==> run_1/placement.png <==
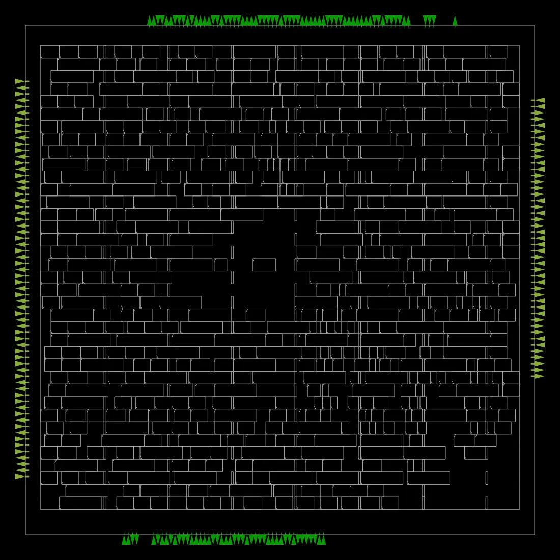
==> run_1/io_fan.png <==
(3 px per um)
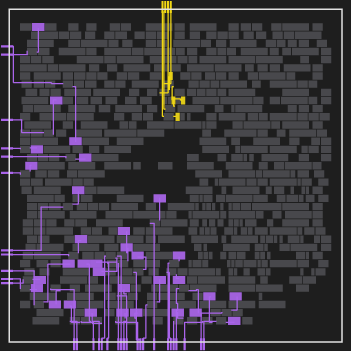
==> run_1/sizes.png <==
(3 px per um)
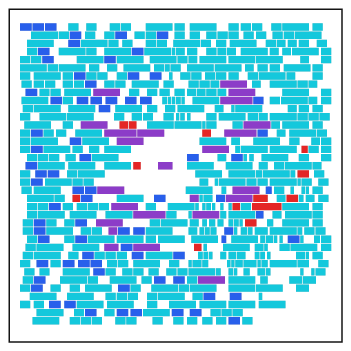
### src/rtl/apb4_cmd_master_pkg.sv
// Shared definitions for the APB4 command master: FSM encoding, APB4 response
// and protection constants, and the timeout counter width.
package apb4_cmd_master_pkg;

   typedef enum logic [1:0] {
      StIdle   = 2'd0,
      StSetup  = 2'd1,
      StAccess = 2'd2,
      StResp   = 2'd3
   } apb_state_e;

   // PSLVERR encoding as seen on the APB4 bus.
   localparam logic RespOkay   = 1'b0;
   localparam logic RespSlvErr = 1'b1;

   // PPROT bit positions and the idle/reset protection value.
   localparam int unsigned ProtPrivBit  = 0;
   localparam int unsigned ProtNsecBit  = 1;
   localparam int unsigned ProtInstrBit = 2;
   localparam logic [2:0]  ProtReset    = 3'b000;

   // ACCESS-phase cycle counter width.
   localparam int unsigned CntW = 16;

endpackage

### src/rtl/apb4_cmd_master.sv
// APB4 requester that turns one command-handshake transfer into one APB4 transfer
// and returns the result on a response handshake. Waits in ACCESS are bounded by
// TIMEOUT; an expired wait is reported as an error with rsp_timeout set.
module apb4_cmd_master
   import apb4_cmd_master_pkg::*;
#(
   parameter int unsigned ADDR_W  = 32,
   parameter int unsigned DATA_W  = 32,
   parameter int unsigned TIMEOUT = 255
) (
   input  logic                  clock,
   input  logic                  reset,
   input  logic                  cmd_valid,
   output logic                  cmd_ready,
   input  logic [ADDR_W-1:0]     cmd_addr,
   input  logic                  cmd_write,
   input  logic [DATA_W-1:0]     cmd_wdata,
   input  logic [DATA_W/8-1:0]   cmd_strb,
   input  logic [2:0]            cmd_prot,
   output logic                  rsp_valid,
   input  logic                  rsp_ready,
   output logic [DATA_W-1:0]     rsp_rdata,
   output logic                  rsp_err,
   output logic                  rsp_timeout,
   output logic [ADDR_W-1:0]     paddr,
   output logic                  psel,
   output logic                  penable,
   output logic                  pwrite,
   output logic [DATA_W-1:0]     pwdata,
   output logic [DATA_W/8-1:0]   pstrb,
   output logic [2:0]            pprot,
   input  logic [DATA_W-1:0]     prdata,
   input  logic                  pready,
   input  logic                  pslverr
);

   localparam int unsigned StrbW = DATA_W / 8;
   // Count value seen during the TIMEOUT-th ACCESS cycle (counter starts at 0).
   localparam logic [CntW-1:0] LastAccess = CntW'(TIMEOUT - 1);

   apb_state_e          state_q, state_d;
   logic [CntW-1:0]     cnt_q, cnt_d;
   logic [ADDR_W-1:0]   addr_q, addr_d;
   logic                write_q, write_d;
   logic [DATA_W-1:0]   wdata_q, wdata_d;
   logic [StrbW-1:0]    strb_q, strb_d;
   logic [2:0]          prot_q, prot_d;
   logic [DATA_W-1:0]   rdata_q, rdata_d;
   logic                err_q, err_d;
   logic                tout_q, tout_d;

   // State register; reset forces IDLE at once so psel/penable drop immediately.
   always_ff @(posedge clock or posedge reset) begin
      if (reset) begin
         state_q <= StIdle;
      end else begin
         state_q <= state_d;
      end
   end

   // Next-state: one SETUP cycle, ACCESS until pready or timeout, RESP until taken.
   always_comb begin
      state_d = state_q;
      unique case (state_q)
         StIdle:   if (cmd_valid) state_d = StSetup;
         StSetup:  state_d = StAccess;
         StAccess: if (pready || (cnt_q == LastAccess)) state_d = StResp;
         StResp:   if (rsp_ready) state_d = StIdle;
         default:  state_d = StIdle;
      endcase
   end

   // Handshake and APB phase outputs decoded from the current state.
   always_comb begin
      cmd_ready = 1'b0;
      psel      = 1'b0;
      penable   = 1'b0;
      rsp_valid = 1'b0;
      unique case (state_q)
         StIdle:   cmd_ready = 1'b1;
         StSetup:  psel      = 1'b1;
         StAccess: begin
            psel    = 1'b1;
            penable = 1'b1;
         end
         StResp:   rsp_valid = 1'b1;
         default:  cmd_ready = 1'b0;
      endcase
   end

   // Datapath next-state: latch the command on accept, count and resolve ACCESS.
   always_comb begin
      cnt_d   = cnt_q;
      addr_d  = addr_q;
      write_d = write_q;
      wdata_d = wdata_q;
      strb_d  = strb_q;
      prot_d  = prot_q;
      rdata_d = rdata_q;
      err_d   = err_q;
      tout_d  = tout_q;
      unique case (state_q)
         StIdle: begin
            cnt_d = '0;
            if (cmd_valid) begin
               addr_d  = cmd_addr;
               write_d = cmd_write;
               wdata_d = cmd_wdata;
               // Reads never present byte strobes on the bus.
               strb_d  = cmd_write ? cmd_strb : '0;
               prot_d  = cmd_prot;
            end
         end
         StSetup: cnt_d = '0;
         StAccess: begin
            cnt_d = cnt_q + CntW'(1);
            // pready wins over timeout on the final permitted cycle.
            if (pready) begin
               rdata_d = write_q ? '0 : prdata;
               err_d   = (pslverr == RespSlvErr);
               tout_d  = 1'b0;
            end else if (cnt_q == LastAccess) begin
               rdata_d = '0;
               err_d   = RespSlvErr;
               tout_d  = 1'b1;
            end
         end
         default: cnt_d = cnt_q;
      endcase
   end

   // Datapath registers, all cleared by reset.
   always_ff @(posedge clock or posedge reset) begin
      if (reset) begin
         cnt_q   <= '0;
         addr_q  <= '0;
         write_q <= 1'b0;
         wdata_q <= '0;
         strb_q  <= '0;
         prot_q  <= ProtReset;
         rdata_q <= '0;
         err_q   <= RespOkay;
         tout_q  <= 1'b0;
      end else begin
         cnt_q   <= cnt_d;
         addr_q  <= addr_d;
         write_q <= write_d;
         wdata_q <= wdata_d;
         strb_q  <= strb_d;
         prot_q  <= prot_d;
         rdata_q <= rdata_d;
         err_q   <= err_d;
         tout_q  <= tout_d;
      end
   end

   assign paddr       = addr_q;
   assign pwrite      = write_q;
   assign pwdata      = wdata_q;
   assign pstrb       = strb_q;
   assign pprot       = prot_q;
   assign rsp_rdata   = rdata_q;
   assign rsp_err     = err_q;
   assign rsp_timeout = tout_q;

endmodule

### config.mk
export PLATFORM = sky130hd
export DESIGN_NAME = apb4_cmd_master
export DESIGN_NICKNAME = d
export VERILOG_FILES = /design/src/rtl/apb4_cmd_master_pkg.sv /design/src/rtl/apb4_cmd_master.sv
export SDC_FILE = /design/constraint.sdc
export NUM_CORES = 1
export LEC_CHECK = 0
export CAP_MARGIN = 10
export CORE_MARGIN = 3
export CORE_UTILIZATION = 45
export DETAILED_ROUTE_END_ITERATION = 8
export PLACE_DENSITY = 0.86
export SLEW_MARGIN = 20
export SYNTH_ARGS = -nofsm -noshare
export SYNTH_HDL_FRONTEND = slang
export SYNTH_SLANG_ARGS = --single-unit
export TNS_END_PERCENT = 10
### constraint.sdc
create_clock -name clock -period 6.45 [get_ports clock]
set_input_delay 0.645 -clock clock [delete_from_list [all_inputs] [get_ports clock]]
set_output_delay 0.645 -clock clock [all_outputs]
set_load 0.01 [all_outputs]
==> results.tsv, run 1 <==
metric	value	unit
outcome	completed	
drc	0	
final_common_cell	clkdlybuf4s50_1	
crit_arrival	2.19	ns
gr-total-overflow	0	
slowest_stage	clkdlybuf4s50_1	
critPathBufInv	2	
yosysChipArea	4900	sq um
clock_sinks	124	
diodes	0	
path_max_fanout	16	
yosys_warnings	0	
place_congestion	0.817	
finalSetupViolCount	0	
max-cap-violations	0	
r2r-start	state_q[0]	
rrSetupSlack	3.81	ns
totalPowerFinal	3.79	mW
p_per_area	484	nW/um^2
grt_pass1_vias	4126	
whs_path_depth	2	
clock_latency	0.50	ns
post-dp-hpwl	9330	um
die_x	110	um
hold_viol	0	
cts_buffer_depth	2	
cp_top_family	buffers and inverters	
reg2reg_depth	5	
synth_area	4900	sq um
fin_nets	687	
min_period	2.84	ns
placed_cell_area	7200	sq um
cp-end-kind	primary output	
min_path_type	reg2reg	
drt-total-wl	13200	um
synth_cells	350	
slowest_delay	0.66	ns
antenna_found_initial	0	
cts.htree.levels	4	
initCoreUtil	46.9	%
rsz0062_at_grt	false	
worstPathCellList	inv_1, ha_1, clkdlybuf4s50_1	
lay_top_cells	clkdlybuf4s50_1, dfrtp_1, mux2_2	
syn_area_per_cell	14.0	sq um
fin_crit_sh	44.0	%
synthDistinctLibCells	35	
fin_setup_tns	0	ns
cts_resized	0	
crit_start	state_q[0]	
ys.flops	124	
chipHeight	110	um
edf_count	0	
via_per_inst	5.24	
start_kind	flop	
async_flop_share	100	%
-- placement.png (at the start) --
core area: 10500 sq um
fill count: 697
Non-Filler Instances: 721
Core Util, Final: 74.8%

-- io_fan.png (at the start) --
| colour | port | direction | end cells | buffers | wire |
|---|---|---|---|---|---|
| yellow | cmd_strb | input | 4 | 4 | 142 um |
| purple | cmd_addr | input | 32 | 32 | 777 um |
port buffer count: 219
# IOs: 220

-- sizes.png (at the start) --
| colour | size | cells | share | most used |
|---|---|---|---|---|
| blue | _2 cells | 77 | 13% | mux2_2 |
| cyan | _0 and _1 cells | 471 | 81% | clkdlybuf4s50_1 |
| red | _3 and _4 cells | 13 | 2.2% | clkinvlp_4 |
| purple | _6 and larger | 24 | 4.1% | clkbuf_16 |

## run 1: cells in the mapped netlist (2+ instances only)
master | count | area share (%)
dfrtp_1 | 124 | 63
mux2_2 | 68 | 16
a22o_1 | 30 | 5.4
nand2_1 | 17 | 1.3
nor2_1 | 16 | 1.2
clkbuf_1 | 12 | 0.92
o21ai_0 | 12 | 1.2
inv_1 | 9 | 0.69
a21oi_1 | 6 | 0.61
xnor2_1 | 6 | 1.1
ha_1 | 5 | 1.3
nand2b_1 | 4 | 0.51
nor3_1 | 4 | 0.41
nor4_1 | 4 | 0.51
buf_6 | 3 | 0.69
nand3_1 | 3 | 0.31
o31ai_1 | 3 | 0.46
a21o_1 | 2 | 0.31
a22o_2 | 2 | 0.41
a31o_2 | 2 | 0.36
a31oi_1 | 2 | 0.26
buf_2 | 2 | 0.20
nand4b_1 | 2 | 0.36
## run 1: layer usage
metal	global-route usage [%]	wire length [um]	part of all wire [%]
met1	25.0	4890	37
met2	38.7	7080	54
met3	8.16	1110	8.4
met4	6.81	134	1.0
met5	0	0	0
## run 1: area by class of cell
type	instances	area, sq um	share of cell area [%]
clock buffer	19	432	5.52
tap	136	170	2.17
clock inverter	13	190	2.43
multi-input combinational	200	1690	21.7
sequential	124	3100	39.7
timing repair buffer	220	2200	28.1
inverter	9	36.3	0.464
## run 1: worst min-delay path: stages, from the launching register on
cell and delay (ns):
dfrtp_1 0.35, nand2_1 0.05, o21ai_0 0.06
## run 1: logic make-up (layout without fill, tap and decap cells)
| logic type | count (synthesis) | in the layout | share of synthesized area [%] |
|---|---|---|---|
| DFF | 124 | 124 | 63.3 |
| muxes | 69 | 69 | 15.8 |
| AOI/OAI and AO/OA | 64 | 64 | 10.4 |
| and+or+nand+nor | 56 | 56 | 5.66 |
| buffers and inverters | 26 | 261 | 2.50 |
| xor gates and xnor gates | 6 | 6 | 1.07 |
| adders and majority gates | 5 | 5 | 1.28 |
## run 1: path summary, 6_finish.rpt
kind,to
max in group asynchronous,rsp_rdata[24]
hold / removal,pstrb[3]
setup / recovery,penable
setup reg to reg,cnt_q[13]
hold reg to reg,pstrb[3]
min in group asynchronous,rsp_rdata[20]
## run 1: flip-flops by register name (all words and copies together), names as in the netlist
register	flops
pwdata	32
cnt_q	16
rsp_timeout	1
state_q	2
paddr	32
rsp_err	1
pstrb	4
pprot	3
rsp_rdata	32
pwrite	1
## run 1: metrics by stage
stage	std cells	setup slack [ns]	utilization (%)	hold slack (ns)
final	721	3.61	74.8	0.486
after global routing	721	3.48	74.8	0.508
after CTS	721	3.58	74.7	0.490
after detailed placement	689	3.88	68.8	0.476
after global placement	689	3.97	68.8	0.463
after floorplan	350	2.51	-	0.495
## run 1: power by group
group	switching (mW)	leakage (nW)	total, mW	internal [mW]
clock network	0.349	0.291	0.989	0.641
logic	0.605	1.52	1.52	0.916
registers	0.183	1.54	1.28	1.10
==> run_1/layer_met1.png <==
(4 px per um) Supply wires on this layer in grey. Cells faint in the background.
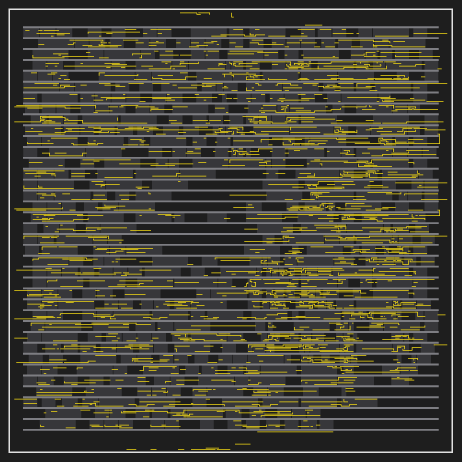

## Run 2: what changed since run 1
--- a/config.mk
+++ b/config.mk
@@ -7,9 +7,9 @@
 export LEC_CHECK = 0
 export CAP_MARGIN = 10
 export CORE_MARGIN = 3
-export CORE_UTILIZATION = 45
+export CORE_UTILIZATION = 42
 export DETAILED_ROUTE_END_ITERATION = 8
-export PLACE_DENSITY = 0.86
+export PLACE_DENSITY = 0.81
 export SLEW_MARGIN = 20
 export SYNTH_ARGS = -nofsm -noshare
 export SYNTH_HDL_FRONTEND = slang
==> constraint.sdc (replaced) <==
create_clock -name clock -period 2.8 [get_ports clock]
set_input_delay 0.28 -clock clock [delete_from_list [all_inputs] [get_ports clock]]
set_output_delay 0.28 -clock clock [all_outputs]
set_load 0.01 [all_outputs]
==> run_2/layer_met1.png <==
(4 px per um) Supply wires on this layer in grey. Cells faint in the background.
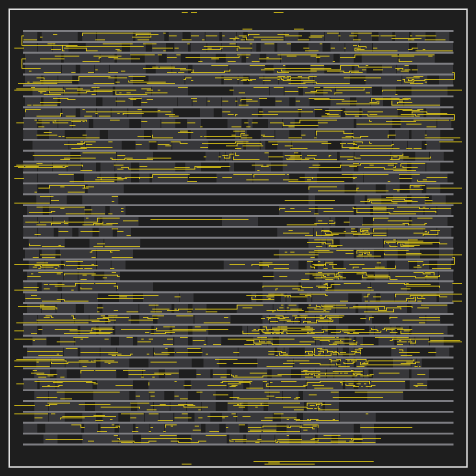
share of all routed wire: 37%
longest straight run: 29.9 um
nets with wire on the layer: 597
wire length on this layer: 4820 um
main direction: horizontal

==> run 2 against run 1 <==
Against the previous run:
- global-route usage down 1.3 points
- total power up 130%
- clock skew fell by 0.0020 ns
- hold slack got worse by 0.21 ns
- highest routed layer unchanged
- sequential share of layout area shrank 0.095 points
- area after synthesis is the same
- setup slack worse by 3.2 ns
- die area up 6.7%
- clock power up 120%
- sequential cell count stayed put
- first-iteration DRC count is 2.3% lower
- utilization down 4.3 points
==> results.tsv, run 2 <==
metric	value	unit
outcome	completed	
final_common_cell	clkdlybuf4s50_1	
synthDistinctLibCells	35	
use_met3	11.2	%
grt_busiest_layer	met2	
initCoreUtil	44.1	%
drt-total-wl	12900	um
place_congestion	0.815	
area_leaders	dfrtp_1, mux2_2, a22o_1, nand2_1, ha_1	
crit_arrival	2.67	ns
switching_power	2.51	mW
crit_start	cnt_q[0]	
coreArea	11100	sq um
gr-usage-met1	22.5	%
fin_setup_tns	0	ns
ios	220	
cts_buffer_depth	2	
start_kind	flop	
p_per_area	1100	nW/um^2
hold_ws	0.272	ns
nFillCells	793	
clock_latency	0.41	ns
r2r-start	cnt_q[0]	
largest_area_cell	dfrtp_1	
ctsHoldBuffers	0	
min_period	2.38	ns
cts.htree.levels	4	
port_buffers	219	
reg2reg_depth	6	
yosysChipArea	4900	sq um
post-dp-hpwl	9420	um
intPower	6.11	mW
syn_area_per_cell	14.0	sq um
synth_cells	350	
dp.cells	696	
clkPwrFrac	25.4	%
cp-end-kind	flop	
fin_nets	690	
die_x	114	um
netSwitchingFraction	29.1	%
relSlewSlack	36.8	%
top_cell	dfrtp_1	
fin_cells	726	
diodes	0	
cts_resized	0	
async_flop_share	100	%
grt_pass1_vias	4073	
min_path_type	in2async	
grtUsageMet2	34.5	%
clock_sinks	124	
chipHeight	114	um
lay_top_cells	clkdlybuf4s50_1, dfrtp_1, mux2_2	
rsz0062_at_grt	false	
edf_count	0	
max-cap-violations	0	
ant_nets	0	
gr-total-overflow	0	
top_cells_by_count	dfrtp_1, mux2_2, a22o_1	
synth_area	4900	sq um
yosys_warnings	0	
required	3.09	ns
antenna_found_initial	0	
top_area_share	63.3	%
via_per_inst	5.14	
finalSetupViolCount	0	
ys.flops	124	
path_max_fanout	32	
p_seq_share	34.1	%
drc	0	
fin_crit_sh	84.8	%
==> run_2/io_fan.png <==
(3 px per um)
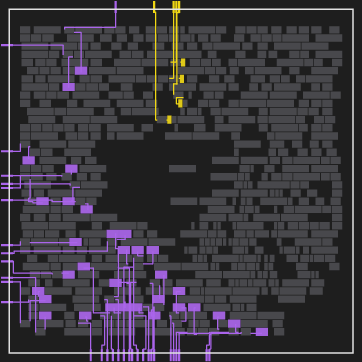
| colour | port | direction | end cells | buffers | wire |
|---|---|---|---|---|---|
| purple | cmd_addr | input | 32 | 32 | 803 um |
| yellow | cmd_strb | input | 4 | 4 | 117 um |

run 2: cell count changes in the layout (fill, tap and decap cells not counted), moves of 2 or more:
| cell | delta |
|---|---|
| clkbuf_8 | +5 |
| buf_4 | +2 |
| bufinv_16 | -2 |
| clkinv_2 | +2 |
| clkinv_4 | -2 |
| clkinvlp_4 | -2 |
| inv_6 | -2 |
run 2: worst max-delay path, stage by stage (launching register included):
cell and delay (ns):
dfrtp_1 0.42, inv_1 0.07, ha_1 0.13, or4b_4 0.48
o41ai_4 0.36, nand2_2 0.43, a22o_2 0.37
run 2: kinds of logic (layout without fill, tap and decap cells):
logic type      after synthesis  in the layout  share of synthesized area, %
fa+ha+maj                     5              5                          1.28
flops                       124            124                          63.3
compound gates               64             64                          10.4
mux                          69             69                          15.8
simple gates                 56             56                          5.66
buf+inv                      26            262                          2.50
xor+xnor                      6              6                          1.07
run 2: per-layer routing:
metal  wire, um  vias up
met2       6560      157
met1       4820     1837
li1           -     1716
met3       1210       20
met5          0        -
met4        274        0
run 2: worst paths after layout:
kind,end,slack [ns]
hold reg to reg,pstrb[1],0.48
min in group clock,pstrb[0],0.43
setup / recovery,rsp_rdata[19],0.42
setup reg to reg,rsp_rdata[19],0.42
hold / removal,paddr[14],0.27
max in group asynchronous,rsp_timeout,1.64
run 2: area by class of cell:
cell class	count	area, sq um	share of cell area (%)
Sequential cell	124	3100	39.6
Timing Repair Buffer	223	2230	28.5
Multi-Input combinational cell	200	1690	21.5
Clock buffer	24	522	6.65
Tap cell	140	175	2.23
Clock inverter	6	82.6	1.05
Inverter	9	37.5	0.479
run 2: power by group through the flow:
stage / Sequential (mW) / Combinational, mW / Clock, mW
finish: 2.94 / 3.49 / 2.19
global route: 3.04 / 3.75 / 2.33
CTS: 2.95 / 3.55 / 2.24
detailed placement: 2.95 / 3.53 / 0
global placement: 2.92 / 3.45 / 0
floorplan: 3.24 / 1.26 / 0
run 2: through the flow:
| stage | cell area [sq um] | power, mW | util [%] | worst slack [ns] |
|---|---|---|---|---|
| after CTS | 7840 | 8.74 | 70.5 | 0.422 |
| final | 7840 | 8.62 | 70.5 | 0.425 |
| after global routing | 7840 | 9.13 | 70.5 | 0.237 |
| after global placement | 7240 | 6.37 | 65.1 | 0.481 |
| after detailed placement | 7240 | 6.49 | 65.1 | 0.448 |
| after floorplan | 4910 | 4.50 | - | 0.718 |
==> run_2/cell_density.png <==
(3 px per um) The die is cut into 11 by 11 equal tiles; dark blue is low, red is high, 0 to 100% covered.
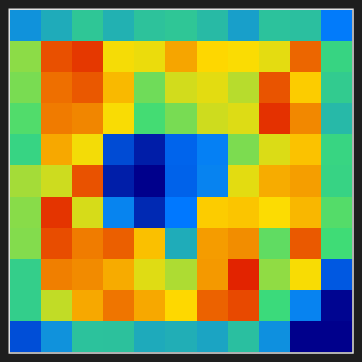

## Run 3: what changed since run 2
--- a/config.mk
+++ b/config.mk
@@ -7,9 +7,9 @@
 export LEC_CHECK = 0
 export CAP_MARGIN = 10
 export CORE_MARGIN = 3
-export CORE_UTILIZATION = 42
+export CORE_UTILIZATION = 38
 export DETAILED_ROUTE_END_ITERATION = 8
-export PLACE_DENSITY = 0.81
+export PLACE_DENSITY = 0.77
 export SLEW_MARGIN = 20
 export SYNTH_ARGS = -nofsm -noshare
 export SYNTH_HDL_FRONTEND = slang
==> constraint.sdc (replaced) <==
create_clock -name clock -period 2.05 [get_ports clock]
set_input_delay 0.205 -clock clock [delete_from_list [all_inputs] [get_ports clock]]
set_output_delay 0.205 -clock clock [all_outputs]
set_load 0.01 [all_outputs]
==> run_3/cell_density.png <==
(3 px per um) The die is cut into 12 by 12 equal tiles; dark blue is low, red is high, 0 to 100% covered.
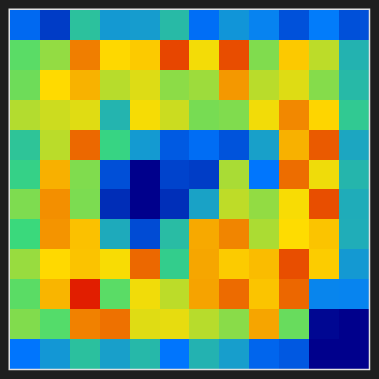
tiles over 75% full: 28%
nearly empty tiles: 4.2%
fullest tile: 97%
emptiest ninth of the die: middle
mean over tiles: 55%
Initial Util: 39.8%
core area: 12300 sq um

==> run_3/placement.png <==
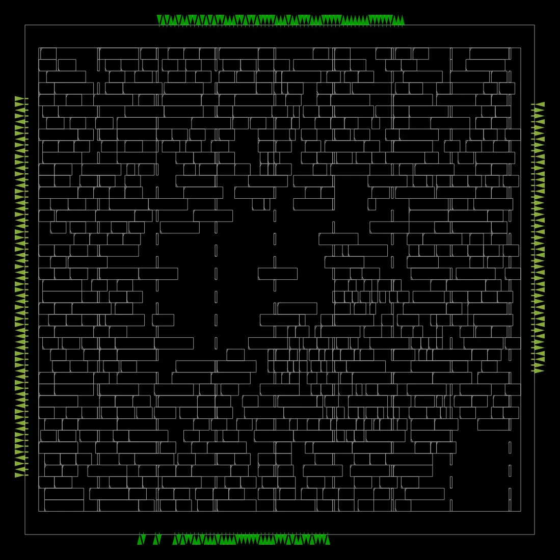
fraction of area in registers: 38.8%
fill count: 938

==> run 3 against run 2 <==
Against the previous run:
- the run now ends with setup timing left
- register-to-register slack got worse by 0.50 ns
- synthesized cell count unchanged
- clock power increased by 29%
- design area increased by 2.0%
- largest power group unchanged
==> results.tsv, run 3 <==
metric	value	unit
top_area_share	63.3	%
fin_nets	704	
drc	0	
top_cells_by_count	dfrtp_1, mux2_2, a22o_1	
post-dp-hpwl	9320	um
diodes	0	
min_period	2.12	ns
largest_area_cell	dfrtp_1	
violations	setup timing	
ys.flops	124	
ant_nets	0	
synthDistinctLibCells	35	
drt-total-wl	13000	um
synth_cells	350	
fin_ws	-0.0727	ns
ios	220	
edf_count	0	
gr-usage-met1	21.2	%
use_met3	7.12	%
port_buffers	219	
outcome	finished, violations left	
yosysChipArea	4900	sq um
grt_pass1_vias	4152	
synth_area	4900	sq um
min_path_type	in2async	
fp_nets	465	
via_per_inst	4.97	
chipHeight	120	um
rsz0062_at_grt	true	
path_max_fanout	3	
ctsHoldBuffers	0	
grtUsageMet2	30.5	%
cts.htree.levels	4	
area_leaders	dfrtp_1, mux2_2, a22o_1, nand2_1, ha_1	
max-cap-violations	0	
slowest_stage	or4b_4	
antenna_found_initial	0	
lay_top_cells	clkdlybuf4s50_1, dfrtp_1, mux2_2	
fin_setup_tns	-0.0763	ns
die_x	120	um
crit_arrival	2.41	ns
slowest_delay	0.48	ns
top_cell	dfrtp_1	
final_common_cell	clkdlybuf4s50_1	
required	2.34	ns
start_kind	flop	
clock_sinks	124	
utilization	65.0	%
gr-total-overflow	0	
worstPathCellList	inv_1, ha_1, or4b_4, o41ai_4, o221a_2, mux2_4	
syn_area_per_cell	14.0	sq um
finalSetupViolCount	3	
yosysCellCount	350	
yosys_warnings	0	
reg2reg_depth	6	
fin_crit_sh	104	%
place_congestion	0.790	
p_per_area	1470	nW/um^2
grt_busiest_layer	met2	
grt_pass1_wl	20800	um
hold_viol	0	
async_flop_share	100	%
cts_buffer_depth	2	
run 3: report_power, final:
part | switching [mW] | total [mW] | leakage [nW] | internal (mW)
Sequential | 0.530 | 3.99 | 1.54 | 3.46
Combinational | 1.93 | 4.96 | 1.63 | 3.03
Clock | 1.02 | 2.83 | 0.282 | 1.81
Total | 3.47 | 11.8 | 3.46 | 8.29
run 3: worst paths after layout:
| path | start | endpoint | slack (ns) |
|---|---|---|---|
| max in group asynchronous | reset | pwdata[28] | 1.45 |
| worst max-delay path | cnt_q[0] | state_q[1] | -0.07 |
| min in group clock | cmd_strb[2] | pstrb[2] | 0.38 |
| worst min-delay path | reset | rsp_rdata[18] | 0.26 |
| worst max register to register | cnt_q[0] | state_q[1] | -0.07 |
| worst min register to register | rsp_rdata[15] | rsp_rdata[15] | 0.50 |
run 3: per-stage QoR:
| step | hold WS, ns | setup slack, ns | power, mW | area (sq um) | std cells |
|---|---|---|---|---|---|
| 2_1_floorplan | 0.295 | -0.0320 | 6.15 | 4910 | 350 |
| 3_3_place_gp | 0.462 | -0.0416 | 8.81 | 7430 | 738 |
| 3_5_place_dp | 0.484 | -0.105 | 8.98 | 7430 | 738 |
| 4_1_cts | 0.257 | -0.0938 | 11.9 | 8000 | 769 |
| 5_1_grt | 0.293 | -0.155 | 12.4 | 8000 | 769 |
| 6_report | 0.260 | -0.0727 | 11.8 | 8000 | 769 |
run 3: layout make-up:
class,instances,area [sq um],share of cell area [%]
Multi-Input combinational cell,200,1700,21.2
Timing Repair Buffer,237,2390,29.9
Tap cell,168,210,2.63
Sequential cell,124,3100,38.8
Clock buffer,24,502,6.27
Inverter,9,37.5,0.469
Clock inverter,7,62.6,0.782
run 3: cell families (layout without fill, tap and decap cells):
family                   Yosys count  after routing  synth area share (%)
flip-flops                       124            124                  63.3
multiplexers                      69             69                  15.8
AND-OR/OR-AND                     64             64                  10.4
adder cells (fa/ha/maj)            5              5                  1.28
AND/OR/NAND/NOR                   56             56                  5.66
buffers and inverters             26            277                  2.50
XOR/XNOR                           6              6                  1.07
run 3: timing repair:
action | in CTS | in global routing
pin swaps | 0 | 2
endpoints found under the setup margin | 20 | 35
gates resized | 2 | 1
run 3: worst max-delay path, delay by kind of cell (launching register included):
kind                     cells  cell delay (ns)
AND-OR/OR-AND                2             0.66
adder cells (fa/ha/maj)      1             0.14
AND/OR/NAND/NOR              1             0.48
buffers and inverters        1             0.06
flip-flops                   1             0.37
multiplexers                 1             0.30
run 3: routing by layer:
layer / vias to the layer above / part of all wire, %
li1: 1748 / -
met1: 1884 / 39
met2: 167 / 50
met3: 26 / 8.5
met4: 0 / 2.4
met5: - / 0
Power is estimated from default activity; no workload was simulated.
